File: config.mk
export PLATFORM = sky130hd
export DESIGN_NAME = ser_di_shifter
export DESIGN_NICKNAME = d
export VERILOG_FILES = /design/src/rtl/ser_di_shifter.sv
export SDC_FILE = /design/constraint.sdc
export NUM_CORES = 1
export LEC_CHECK = 0
export CAP_MARGIN = 20
export CORE_MARGIN = 5
export CORE_UTILIZATION = 45
export CTS_BUF_LIST = sky130_fd_sc_hd__clkbuf_4
export CTS_CLUSTER_SIZE = 24
export DETAILED_ROUTE_END_ITERATION = 10
export PLACE_DENSITY_LB_ADDON = 0.2
export REMOVE_ABC_BUFFERS = 1
export SKIP_CTS_REPAIR_TIMING = 1
export SLEW_MARGIN = 20
export SYNTH_ARGS = -nofsm -noshare
export SYNTH_HDL_FRONTEND = slang
export SYNTH_SLANG_ARGS = --single-unit
File: constraint.sdc
create_clock -name user_clk -period 3.5 [get_ports user_clk]
set_input_delay 0.525 -clock user_clk [delete_from_list [all_inputs] [get_ports user_clk]]
set_output_delay 0.525 -clock user_clk [all_outputs]
set_load 0.02 [all_outputs]
File: src/rtl/ser_di_shifter.sv
// ser_di_shifter: turns toggle-triggered register writes into 3-wire serial writes (clk, data, per-lane le_n).
// Optional ser_miso readback into rd_data is enabled by defining SER_DI_READBACK_EN.
module ser_di_shifter #(
    parameter int CLK_DIV   = 4,
    parameter int DATA_BITS = 24,
    parameter int N_LANES   = 4
) (
    input  logic               user_clk,
    input  logic               user_rst,
    input  logic [31:0]        user_data_in,
    output logic               ser_clk,
    output logic               ser_data,
    output logic [N_LANES-1:0] ser_le_n,
    output logic               busy,
    output logic [15:0]        done_cnt,
    output logic               err_nosel,
    output logic [23:0]        rd_data,
    input  logic               ser_miso
);
    typedef enum logic [2:0] {IDLE, SETUP, SHIFT_HI, SHIFT_LO, HOLD} state_t;

    localparam logic [8:0] DIV_LAST  = 9'(CLK_DIV - 1);
    localparam logic [8:0] HOLD_LAST = 9'(2 * CLK_DIV - 1);

    state_t             state, state_nxt;
    logic [31:0]        cmd_q;
    logic               last_tog, armed;
    logic [8:0]         div_cnt;
    logic [4:0]         bit_cnt;
    logic [23:0]        shreg, sh_next;
    logic [N_LANES-1:0] sel;
    logic               pending, div_end, launch, nosel;
    logic               unused_bits;

    // Left unreset so the word held through reset is already visible when arming.
    always_ff @(posedge user_clk) begin
        cmd_q <= user_data_in;
    end

    assign sel         = cmd_q[N_LANES+23:24];
    assign pending     = armed && (cmd_q[31] != last_tog);
    assign sh_next     = shreg << 1;
    assign unused_bits = ^cmd_q[30:24];

    always_ff @(posedge user_clk or posedge user_rst) begin
        if (user_rst) state <= IDLE;
        else          state <= state_nxt;
    end

    always_comb begin
        state_nxt = state;
        launch    = 1'b0;
        nosel     = 1'b0;
        div_end   = (state == HOLD) ? (div_cnt == HOLD_LAST) : (div_cnt == DIV_LAST);
        case (state)
            IDLE: begin
                if (pending) begin
                    if (sel == '0) begin
                        nosel = 1'b1;
                    end else begin
                        launch    = 1'b1;
                        state_nxt = SETUP;
                    end
                end
            end
            SETUP:    if (div_end) state_nxt = SHIFT_HI;
            SHIFT_HI: if (div_end) state_nxt = (bit_cnt == 5'd1) ? HOLD : SHIFT_LO;
            SHIFT_LO: if (div_end) state_nxt = SHIFT_HI;
            HOLD:     if (div_end) state_nxt = IDLE;
            default:  state_nxt = IDLE;
        endcase
    end

    always_ff @(posedge user_clk or posedge user_rst) begin
        if (user_rst) begin
            armed     <= 1'b0;
            last_tog  <= 1'b0;
            div_cnt   <= '0;
            bit_cnt   <= '0;
            shreg     <= '0;
            ser_clk   <= 1'b0;
            ser_data  <= 1'b0;
            ser_le_n  <= '1;
            busy      <= 1'b0;
            done_cnt  <= '0;
            err_nosel <= 1'b0;
        end else begin
            if (state == IDLE || div_end) div_cnt <= '0;
            else                          div_cnt <= div_cnt + 9'd1;

            // Arming cycle adopts the current toggle level so a stale bit 31 never fires.
            if (!armed) begin
                armed    <= 1'b1;
                last_tog <= cmd_q[31];
            end else if (state == IDLE && pending) begin
                last_tog <= cmd_q[31];
            end

            if (nosel) err_nosel <= 1'b1;

            if (launch) begin
                shreg    <= cmd_q[23:0];
                ser_data <= cmd_q[DATA_BITS-1];
                ser_le_n <= ~sel;
                bit_cnt  <= 5'(DATA_BITS);
                busy     <= 1'b1;
            end

            case (state)
                SETUP:    if (div_end) ser_clk <= 1'b1;
                SHIFT_HI: begin
                    if (div_end) begin
                        ser_clk <= 1'b0;
                        bit_cnt <= bit_cnt - 5'd1;
                        if (bit_cnt == 5'd1) begin
                            ser_le_n <= '1;
                        end else begin
                            shreg    <= sh_next;
                            ser_data <= sh_next[DATA_BITS-1];
                        end
                    end
                end
                SHIFT_LO: if (div_end) ser_clk <= 1'b1;
                HOLD: begin
                    if (div_end) begin
                        busy     <= 1'b0;
                        done_cnt <= done_cnt + 16'd1;
                    end
                end
                default: ;
            endcase
        end
    end

`ifdef SER_DI_READBACK_EN
    localparam logic [23:0] DMASK = 24'((32'd1 << DATA_BITS) - 32'd1);
    logic [23:0] rx;

    always_ff @(posedge user_clk or posedge user_rst) begin
        if (user_rst) begin
            rx      <= '0;
            rd_data <= '0;
        end else begin
            if (state_nxt == SHIFT_HI && state != SHIFT_HI) rx <= {rx[22:0], ser_miso};
            if (state_nxt == HOLD && state != HOLD)         rd_data <= rx & DMASK;
        end
    end
`else
    logic unused_miso;
    assign unused_miso = ser_miso;
    assign rd_data     = '0;
`endif
endmodule

==> metrics.log <==
[flow] summary of implementation run
[metrics] number of violations of the max-capacitance limit: 0
[metrics] Async SR Flop Fraction: 69.47%
[metrics] Layout clock area frac: 2.322%
[metrics] I/O pins: 83
[metrics] routability congestion estimate: 0.7839
[metrics] Gate Area: 1620 sq um
[metrics] Mapped Avg Cell Area: 12.61 sq um
[metrics] top cells by count: sky130_fd_sc_hd__dfrtp_1 (62), sky130_fd_sc_hd__dfxtp_1 (29), sky130_fd_sc_hd__mux2_2 (28)
[metrics] TritonCTS clock tree: built
[metrics] highest-delay cell along the critical path: sky130_fd_sc_hd__or4b_1
[metrics] Die Area: 10930 sq um
[metrics] buffer type at the clock tree root: sky130_fd_sc_hd__clkbuf_4
[metrics] placed cell count: 474
[metrics] number of inverters outside the clock class in the layout: 4
[metrics] Buf/Inv on CP: 1
[metrics] Pre-antenna DRT Iters: 4
[metrics] # clk buffers: 11
[metrics] Reg power frac: 51.6%
[metrics] Setup CP Type: reg2reg
[metrics] detailed-route vias per instance: 4.894
[metrics] share of final-layout standard cells stronger than drive strength 1: 20.16%
[metrics] register with the most flip-flops: cmd_q
[metrics] count of standard-cell rows: 34
[metrics] count of tool warnings: 30
[metrics] Cell Pwr Density: 641.5 nW/um^2
[metrics] cell-by-cell trace of the critical path: ha_1 > or4b_1 > nor4_4 > nand3_2 > buf_4 > mux2_4
[metrics] setup repair after global routing missed its margin: false
[metrics] result of the run: complete, no violations
[metrics] top power group: sequential cells
[metrics] vias in the first global route: 2403
[metrics] number of cells in Yosys stat: 319
[metrics] cell count after synthesis: 319
[metrics] maximum clock frequency: 397.8 MHz
[metrics] sequential fraction of the synthesis area: 55.63%
[metrics] cell area after placement: 4578 sq um
[metrics] depth of the worst register-to-register path: 6
[metrics] max reg flops: 29
[metrics] type of element capturing the critical path: flop
[metrics] total number of nets in the final design: 416
[metrics] number of port buffers: 54
[metrics] power share of the combinational group: 32.1%
[metrics] Inserted Diodes: 0
[metrics] wire length of the first global-routing pass: 11300 um
[metrics] NetSw: 0.0009346 W
[metrics] peak ir drop on the vdd network: 0.3061 mV
[metrics] sequential cell power: 0.00155 W
[metrics] Area growth syn-to-layout: 16.55%
==> stage by stage <==
stage / worst slack (ps) / utilization, %
2_1_floorplan: 805.4 / -
3_3_place_gp: 1006 / 52.50
3_5_place_dp: 996.4 / 52.50
4_1_cts: 974.8 / 53.74
5_1_grt: 863.0 / 53.74
6_report: 986.3 / 53.74
==> logic make-up (layout without fill, tap and decap cells) <==
group                      after synthesis  in the layout  synth area share, %
muxes                                   54             54                16.80
buffers and inverters                   38             78                6.223
xor gates and xnor gates                25             25                5.445
AOI/OAI and AO/OA                       14             14                2.551
and+or+nand+nor                         87             87                11.92
other                                    2             25               0.1868
adders and majority gates                4              4                1.245
DFF                                     95             95                55.63
==> per-layer routing <==
metal	global-route usage [%]	wire, um
met1	17.05	3130
met2	18.96	2997
met5	0	0
met3	3.884	369
met4	4.533	57
Fig. 1: gate families picked out
The bar under the picture is 20 um long.
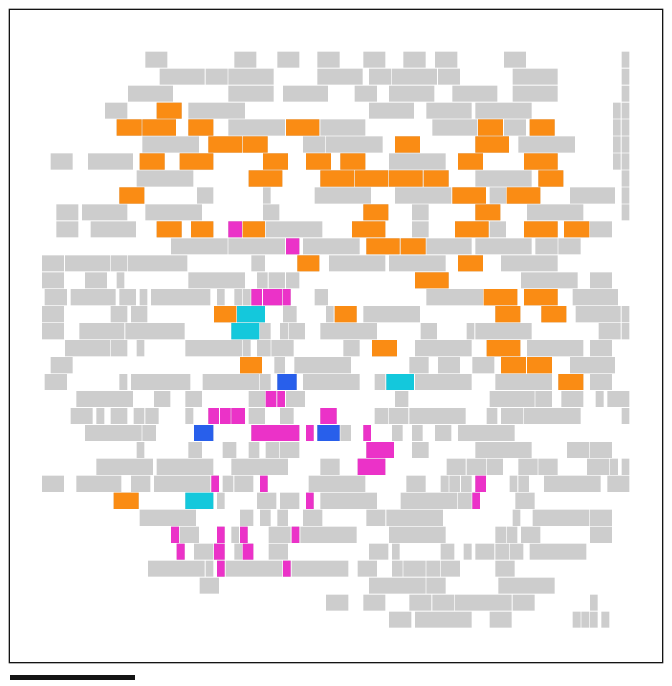
AND-OR and OR-AND gates: in blue, cells 3, most used a22o_1. adder and majority cells: in cyan, cells 4, most used ha_1. NOR gates: in magenta, cells 30, most used nor2_1. multiplexers: in orange, cells 54, most used mux2_2.
non-filler instance count after layout: 490
commonest non-fill, non-tap cell in the layout: sky130_fd_sc_hd__dfrtp_1
multi-input gate share of total cell area: 34.57%

Fig. 2: close-up of the layout
The bar under the picture is 10 um long. Window x 58 to 98, y 6 to 46 um. Cells in grey, sequential cells in the stronger grey; small squares are vias.
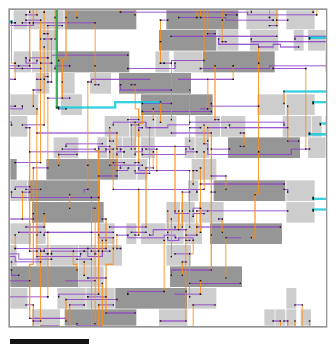
met3: in cyan. met2: in orange. met1: in purple. met4: in green.
Netlist names of flops here include done_cnt (15). Most frequent: clkdlybuf4s50_1 (17), dfrtp_1 (16), xnor2_1 (12). Sequential cells in the window: 17. 86 logic cells have their middle in the window.

Fig. 3: routing congestion
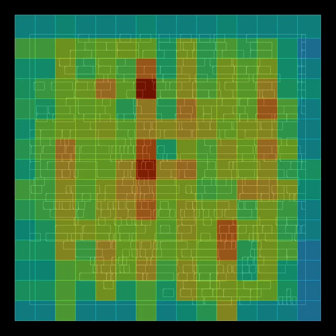
M2 GR Usage: 18.96%
met1 demand-to-capacity share in global routing: 17.05%
total routing resource utilization after global routing: 12.54%
met3 routing resource usage after global routing: 3.884%

Fig. 4: metal 1
The bar under the picture is 20 um long. Supply wires on this layer in grey.
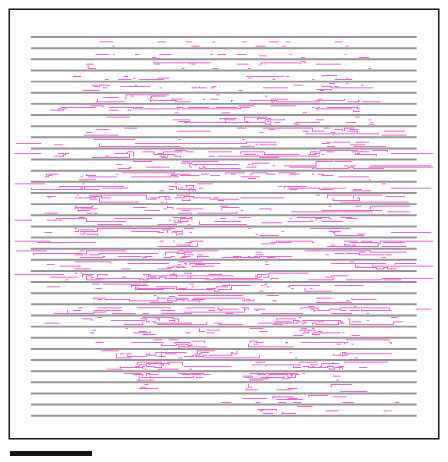
The layer carries 3130 um of wire. The longest straight run is 27.1 um. The layer holds 48% of the routed length.

Fig. 5: met3 routing
The bar under the picture is 20 um long. Cells faint in the background.
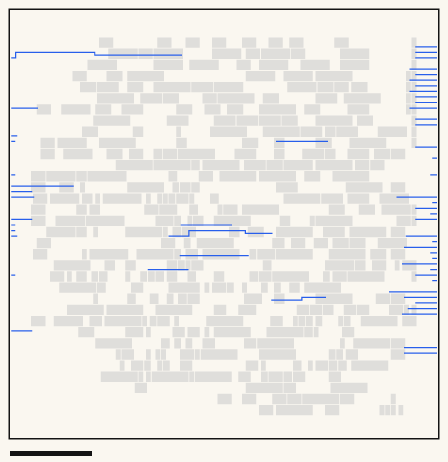
The layer holds 5.6% of the routed length. The layer carries 370 um of wire.

Power figures rest on the tool's default switching activity, not on a simulated workload.
